`src/rtl/uart_tx_arbiter.sv`:
```
// Round-robin arbiter sharing one UART transmitter between two byte requesters.
// Sequences each frame: grant, start pulse, busy tracking with timeout, inter-frame gap.
module uart_tx_arbiter #(
  parameter int GAP_CYCLES   = 16,
  parameter int BUSY_TIMEOUT = 64
) (
  input  logic       clk,
  input  logic       rst,
  input  logic       req0_valid,
  input  logic [7:0] req0_data,
  output logic       req0_ready,
  input  logic       req1_valid,
  input  logic [7:0] req1_data,
  output logic       req1_ready,
  output logic       tx_start,
  output logic [7:0] tx_data,
  input  logic       tx_busy,
  output logic       grant_id,
  output logic [7:0] frame_cnt,
  output logic       err
);
  localparam int MAXC = (GAP_CYCLES > BUSY_TIMEOUT) ? GAP_CYCLES : BUSY_TIMEOUT;
  localparam int CW   = (MAXC < 1) ? 1 : $clog2(MAXC + 1);
  localparam logic [CW-1:0] GAP_LIM = CW'(GAP_CYCLES);
  localparam logic [CW-1:0] TO_LIM  = CW'(BUSY_TIMEOUT);

  typedef enum logic [2:0] {S_IDLE, S_START, S_WAIT_BUSY, S_WAIT_DONE, S_GAP} state_t;

  state_t        r_state, w_state_nxt;
  logic [CW-1:0] r_cnt, w_cnt_nxt, w_cnt_inc;
  logic [7:0]    r_tx_data, w_tx_data_nxt;
  logic [7:0]    r_frame, w_frame_nxt;
  logic          r_grant, w_grant_nxt;
  logic          r_err, w_err_nxt;
  logic          r_start, w_start_nxt;
  logic          r_rdy0, w_rdy0_nxt;
  logic          r_rdy1, w_rdy1_nxt;
  logic          w_winner;

  always_ff @(posedge clk or negedge rst) begin
    if (!rst) begin
      r_state   <= S_IDLE;
      r_cnt     <= '0;
      r_tx_data <= 8'h00;
      r_frame   <= 8'h00;
      r_grant   <= 1'b1;
      r_err     <= 1'b0;
      r_start   <= 1'b0;
      r_rdy0    <= 1'b0;
      r_rdy1    <= 1'b0;
    end else begin
      r_state   <= w_state_nxt;
      r_cnt     <= w_cnt_nxt;
      r_tx_data <= w_tx_data_nxt;
      r_frame   <= w_frame_nxt;
      r_grant   <= w_grant_nxt;
      r_err     <= w_err_nxt;
      r_start   <= w_start_nxt;
      r_rdy0    <= w_rdy0_nxt;
      r_rdy1    <= w_rdy1_nxt;
    end
  end

  always_comb begin
    w_state_nxt   = r_state;
    w_cnt_nxt     = r_cnt;
    w_tx_data_nxt = r_tx_data;
    w_frame_nxt   = r_frame;
    w_grant_nxt   = r_grant;
    w_err_nxt     = r_err;
    w_start_nxt   = 1'b0;
    w_rdy0_nxt    = 1'b0;
    w_rdy1_nxt    = 1'b0;
    w_winner      = 1'b0;
    w_cnt_inc     = r_cnt + CW'(1);
    case (r_state)
      S_IDLE: begin
        if (req0_valid || req1_valid) begin
          // On a tie the requester that did not own the transmitter last wins.
          w_winner      = (req0_valid && req1_valid) ? ~r_grant : req1_valid;
          w_tx_data_nxt = w_winner ? req1_data : req0_data;
          w_grant_nxt   = w_winner;
          w_start_nxt   = 1'b1;
          w_rdy0_nxt    = ~w_winner;
          w_rdy1_nxt    = w_winner;
          w_cnt_nxt     = '0;
          w_state_nxt   = S_START;
        end
      end
      S_START: begin
        // Counter tracks clocks elapsed since tx_start went high.
        w_cnt_nxt   = w_cnt_inc;
        w_state_nxt = S_WAIT_BUSY;
      end
      S_WAIT_BUSY: begin
        if (tx_busy) begin
          w_state_nxt = S_WAIT_DONE;
        end else if (w_cnt_inc >= TO_LIM) begin
          w_err_nxt   = 1'b1;
          w_cnt_nxt   = '0;
          w_state_nxt = S_GAP;
        end else begin
          w_cnt_nxt = w_cnt_inc;
        end
      end
      S_WAIT_DONE: begin
        if (!tx_busy) begin
          w_frame_nxt = r_frame + 8'd1;
          w_cnt_nxt   = '0;
          w_state_nxt = S_GAP;
        end
      end
      S_GAP: begin
        // A zero-length gap still spends one cycle here.
        if (w_cnt_inc >= GAP_LIM) begin
          w_cnt_nxt   = '0;
          w_state_nxt = S_IDLE;
        end else begin
          w_cnt_nxt = w_cnt_inc;
        end
      end
      default: w_state_nxt = S_IDLE;
    endcase
  end

  assign req0_ready = r_rdy0;
  assign req1_ready = r_rdy1;
  assign tx_start   = r_start;
  assign tx_data    = r_tx_data;
  assign grant_id   = r_grant;
  assign frame_cnt  = r_frame;
  assign err        = r_err;
endmodule

```
`config.mk`:
```
export PLATFORM = sky130hd
export DESIGN_NAME = uart_tx_arbiter
export DESIGN_NICKNAME = d
export VERILOG_FILES = /design/src/rtl/uart_tx_arbiter.sv
export SDC_FILE = /design/constraint.sdc
export NUM_CORES = 1
export LEC_CHECK = 0
export ABC_AREA = 0
export CAP_MARGIN = 20
export CORE_ASPECT_RATIO = 0.7
export CORE_MARGIN = 2
export CORE_UTILIZATION = 35
export DETAILED_ROUTE_END_ITERATION = 8
export DONT_BUFFER_PORTS = 1
export GPL_TIMING_DRIVEN = 0
export PLACE_DENSITY = 0.45
export SYNTH_ARGS = -nofsm -noshare
export SYNTH_HDL_FRONTEND = slang
export SYNTH_SLANG_ARGS = --single-unit
```
`constraint.sdc`:
```
create_clock -name clk -period 2.4 [get_ports clk]
set_input_delay 0.48 -clock clk [delete_from_list [all_inputs] [get_ports clk]]
set_output_delay 0.48 -clock clk [all_outputs]
set_load 0.02 [all_outputs]
```
==> ci_impl_report.md, run 1 <==
## Implementation flow summary

| Metric | Value |
|---|---|
| Layout Area Growth over Synthesis | `11.4%` |
| Top-count cell post-synth | `dfrtp_1` |
| Diode count | `0` |
| TritonCTS clock tree | `built` |
| Max H-tree Level | `2` |
| Post-layout total power | `2.08 mW` |
| Worst-margin pin slew | `0.528 ns` |
| Crit Reg-Reg Startpoint | `r_cnt[0]` |
| Mux share | `0.00744` |
| Gr ovfl total | `0` |
| Post-DP HPWL | `2250 um` |
| Reg clk slew, reported paths | `0.07 ns` |
| Syn Nets | `159` |
| First-pass GRT wire length | `5480 um` |
| Peak supply drop | `0.000688 V` |
| Initial Utilization | `0.374` |
| Combinational share of cell area | `0.393` |
| Status | `finished clean` |
| Internal | `1.23 mW` |
| Wirelength per Cell | `15.9 um` |
| Reg-to-reg endpoint | `r_cnt[2]` |
| Synth unique cells | `47` |
| Vias | `1107` |
| Yosys adder share | `0.0165` |
| # hold bufs at CTS | `1` |
| Slowest cell on the critical path | `dfrtp_1` |
| Post-synthesis cell count | `136` |
| Hold Slack | `0.0183 ns` |
| P_seq | `1.03 mW` |
| Crit Path Category | `flip-flop to flip-flop` |
| Avg Vias per Cell | `5.65` |
| Compound Share, Synth | `0.188` |
| Clock Skews | `0.00735 ns` |
| Ys cells | `136` |
| Basic Gates by Area | `0.180` |
| GR Layer Usage met2 | `0.220` |
| Yosys Warn Count | `0` |
| Comb power | `0.648 mW` |
| Inverter count | `10` |
| Final Hold Viols | `0` |
| Post-CTS Setup Bufs | `0` |
| Initial drt markers | `44` |
| Buffers on Ports | `0` |
| Net Sw Power | `0.852 mW` |
| FILL cells | `396` |
## run 1: placed cells by master, fill, tap and decap left out, types with 2 or more instances in the layout
cell,count
a21oi_1,4
a222oi_1,8
a31o_2,2
a31oi_1,2
and2_2,2
and3_1,3
clkbuf_1,2
clkbuf_8,8
dfrtp_1,30
ha_1,2
inv_1,10
nand2_1,14
nand3_1,3
nand4_1,4
nor2_1,6
nor3_1,2
o21ai_0,4
xnor2_1,6
xor2_1,2
## run 1: kinds of logic after synthesis
kind of cell / count (synthesis)
adders and majority gates: 2
muxes: 1
xor gates and xnor gates: 8
AOI/OAI and AO/OA: 34
buffers and inverters: 14
and+or+nand+nor: 46
DFF: 31
## run 1: registers in the layout (all words and copies together) (netlist names)
signal and cells:
frame_cnt 8, tx_data 8, r_cnt 7, r_state 3, err 1, grant_id 1, req0_ready 1, req1_ready 1
tx_start 1
## run 1: through the flow
| stage | area (um2) | cells | setup slack [ns] |
|---|---|---|---|
| global route | 1690 | 196 | 0.268 |
| finish | 1690 | 196 | 0.390 |
| detailed placement | 1580 | 188 | 0.396 |
| floorplan | 1510 | 136 | 0.571 |
| CTS | 1690 | 196 | 0.371 |
| global placement | 1580 | 188 | 0.390 |
## run 1: worst reg2reg max path: cells and delay by family (launching register included)
family,cells,cell delay [ns]
flops,1,0.44
fa+ha+maj,1,0.27
compound gates,3,0.61
simple gates,2,0.63
## run 1: worst max-delay path by stage
stage	endpoint	from	slack [ns]	cells after the start
final	r_cnt[2]	r_cnt[0]	0.39	6
after global routing	r_cnt[2]	r_cnt[0]	0.27	6
after CTS	r_cnt[2]	r_cnt[0]	0.37	6
after detailed placement	r_cnt[2]	r_cnt[0]	0.40	6
after global placement	r_cnt[2]	r_cnt[0]	0.39	6
after floorplan	r_cnt[2]	r_cnt[0]	0.57	6
Run 1, placement by cell class:
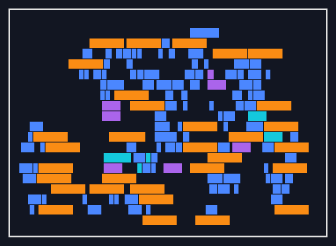
all other logic -> blue  # cells 101
clock drivers and dummy loads -> purple  # cells 7
flip-flops -> orange  # cells 31
other buffers and delay cells -> cyan  # cells 5

Run 1, clock network drawn from the DEF:
Scale bar: 20 um.
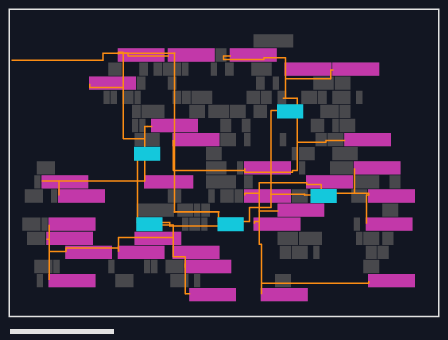
cells driving clock nets -> cyan  # count 5
flip-flops -> magenta  # count 31
clock wires -> orange  # length 452 um
flops lie = spread over the die
clock share of power: 0.196
Clk power: 0.408 mW

Run 1, routed metal per tile:
17 x 12 tiles, from dark blue (low) to red (high), scaled to the fullest tile. Values are wire area over tile area, all layers added.
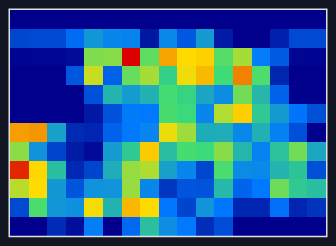
fullest tile = 0.37
tiles over half the peak = 22%
mean over tiles = 0.10

--- run 2 (diff from run 1) ---
==> constraint.sdc (replaced) <==
create_clock -name clk -period 2 [get_ports clk]
set_input_delay 0.4 -clock clk [delete_from_list [all_inputs] [get_ports clk]]
set_output_delay 0.4 -clock clk [all_outputs]
set_load 0.02 [all_outputs]
==> run 2 against run 1 <==
Sequential share of layout area fell by 0.69 points. Global-route usage barely moved. Register-to-register slack got worse by 0.25 ns. Core utilization rose by 0.77 points. Routed wire length rose by 1.5%. Area after synthesis did not move. Maximum frequency rose by 8.1%. Worst hold slack improved by 0.24 ns. First-iteration DRC count rose by 18%. Critical endpoint is now r_cnt[0]. Clock-buffer cell count did not move.
==> ci_impl_report.md, run 2 <==
## Implementation flow summary

| Metric | Value |
|---|---|
| Gr ovfl total | `0 (unchanged)` |
| Post-synth top cells | `30 x dfrtp_1, 14 x nand2_1, 10 x inv_1, 8 x a222oi_1` |
| Switching share of total power | `0.410` |
| Share of cells above drive strength 1 | `0.245` |
| Placed cell count | `188 (unchanged)` |
| Nets | `170` |
| Unrepaired setup endpoints after global routing | `false` |
| Post-DP HPWL | `2250 um (unchanged)` |
| Net Sw Power | `1.04 mW (+22%)` |
| Comb power | `0.803 mW (+24%)` |
| P_seq | `1.24 mW (+20%)` |
| Worst-margin pin slew | `0.531 ns (+0.00260 ns)` |
| Post-Synthesis Mean Instance Area | `11.1 um2` |
| Reg clk slew, reported paths | `0.07 ns (about the same)` |
| Initial Utilization | `0.374 (unchanged)` |
| Wirelength per Cell | `15.9 um (about the same)` |
| Mux share | `0.00744 (unchanged)` |
| Largest combinational cell category by area | `AND-OR/OR-AND gates` |
| Internal | `1.50 mW (+21%)` |
| Post-layout total power | `2.53 mW (+22%)` |
| # DRC | `0` |
| Placeable Area | `4040 um2` |
| Setup slack after layout | `0.141 ns (-0.249 ns)` |
| Basic Gates by Area | `0.180 (unchanged)` |
| Setup Slack @ Placement | `-0.00418 ns (-0.400 ns)` |
| Post-synth seq share | `0.514` |
| Hold Slack | `0.255 ns (+0.237 ns)` |
| Clock share of power | `0.195 (about the same)` |
| Status | `finished clean` |
| Clock Skews | `0.00613 ns (-0.00122 ns)` |
| Yosys Warn Count | `0 (unchanged)` |
| Vias | `1110 (+0.27%)` |
| CP bufs+invs | `0` |
| Buffers on Ports | `0 (unchanged)` |
| Synth unique cells | `47 (unchanged)` |
| Slew Limit Fails | `0` |
| Slew Limit Headroom | `0.646` |
| Avg Vias per Cell | `5.58 (-1.2%)` |
| Most common logic cells in the final layout | `28 x dfrtp_1, 14 x nand2_1, 10 x inv_1` |
| HP Class | `input port to flip-flop` |
| Slowest cell on the critical path | `dfrtp_2` |
| PwrDens | `1480 nW/um2` |
| CTS max path bufs | `2` |
| Ys cells | `136 (unchanged)` |
| Commonest Layout Cell | `dfrtp_1` |
| First-pass GRT wire length | `5460 um (-0.26%)` |
| Placed cell areas | `1580 um2 (unchanged)` |
| Initial DRT Pass Iterations | `5` |
| TritonCTS clock tree | `built` |
| Max-cap viol count | `0` |
| Peak supply drop | `0.000829 V (+20%)` |
| Clk power | `0.493 mW (+21%)` |
| Chip Area | `4870 um2` |
| Compound Share, Synth | `0.188 (unchanged)` |
| Num rows | `19` |
| Max H-tree Level | `2 (unchanged)` |
| Die Span X | `82.6 um` |
| Initial drt markers | `52 (+18%)` |
| Diode count | `0 (unchanged)` |
| Syn Nets | `159 (unchanged)` |
| Post-synthesis cell count | `136 (unchanged)` |
| Post-route cell area | `1720 um2 (+1.9%)` |
| Crit path max-delay family | `simple AND/OR/NAND/NOR gates` |
| Top-count cell post-synth | `dfrtp_1` |
| Yosys adder share | `0.0165 (unchanged)` |
| Final std cells w/o fill | `199 (+1.5%)` |
| Final Hold Viols | `0 (unchanged)` |
| Largest net degree at the start of global routing | `32` |
| Final ANT Viol Nets | `0` |
| Layout Area Growth over Synthesis | `13.5%` |
| Crit Path Category | `flip-flop to flip-flop` |
run 2: cell count changes in the layout (fill, tap and decap cells not counted), sizes merged:
cell,delta
buf,+2
dlygate4sd3,+1
run 2: layout make-up:
class / count / area [um2]
Buffer: 4 / 35.0
Inverter: 10 / 37.5
Sequential cell: 31 / 779
Clock inverter: 1 / 5.00
Fill cell: 399 / 2320
Clock buffer: 6 / 82.6
Tap cell: 52 / 65.1
Timing Repair Buffer: 4 / 45.0
Multi-Input combinational cell: 91 / 667
run 2: worst paths after layout:
check | to | from | depth (start not counted) | slack [ns]
max | r_cnt[0] | r_cnt[0] | 6 | 0.14
min | r_state[0] | tx_busy | 2 | 0.26
max reg2reg | r_cnt[0] | r_cnt[0] | 6 | 0.14
min reg2reg | r_cnt[0] | r_cnt[0] | 1 | 0.53
max in group asynchronous | grant_id | rst | 2 | 1.21
min in group asynchronous | r_cnt[2] | rst | 2 | 0.56
run 2: repair_timing:
| action | in CTS | in global routing |
|---|---|---|
| gates resized | 0 | 4 |
| hold buffers | 2 | 0 |
| buffers inserted | 2 | 0 |
| endpoints found under the hold margin | 31 | 0 |
| setup endpoints to repair | 1 | 8 |
| pin swaps | 1 | 0 |
run 2: kinds of logic (layout without fill, tap and decap cells):
| family | Yosys count | count (layout) |
|---|---|---|
| xor+xnor | 8 | 8 |
| compound gates | 34 | 34 |
| simple gates | 46 | 46 |
| flops | 31 | 31 |
| fa+ha+maj | 2 | 2 |
| buf+inv | 14 | 25 |
| mux | 1 | 1 |
run 2: layer usage:
metal | up-vias | GRT usage | part of all wire
met5 | - | 0 | 0
met4 | 0 | 0.0703 | 0.015
met3 | 5 | 0.0579 | 0.086
met2 | 42 | 0.224 | 0.42
met1 | 534 | 0.206 | 0.47
li1 | 529 | - | -
Run 2, where the registers sit:
Other sequential cells in the stronger grey, the rest of the logic in the fainter grey.
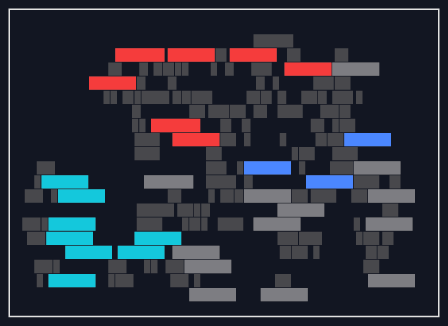
r_state -> blue  # sequential cells 3
r_cnt -> red  # sequential cells 7
tx_data -> cyan  # sequential cells 8, where south-west
not coloured = 13

Run 2, routed metal per tile:
17 x 12 tiles, from dark blue (low) to red (high), scaled to the fullest tile. Values are wire area over tile area, all layers added.
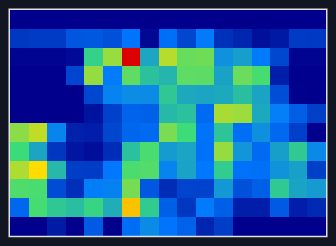
tiles over half the peak = 13%
mean over tiles = 0.11
nearly empty tiles = 24%

Power is estimated from default activity; no workload was simulated.
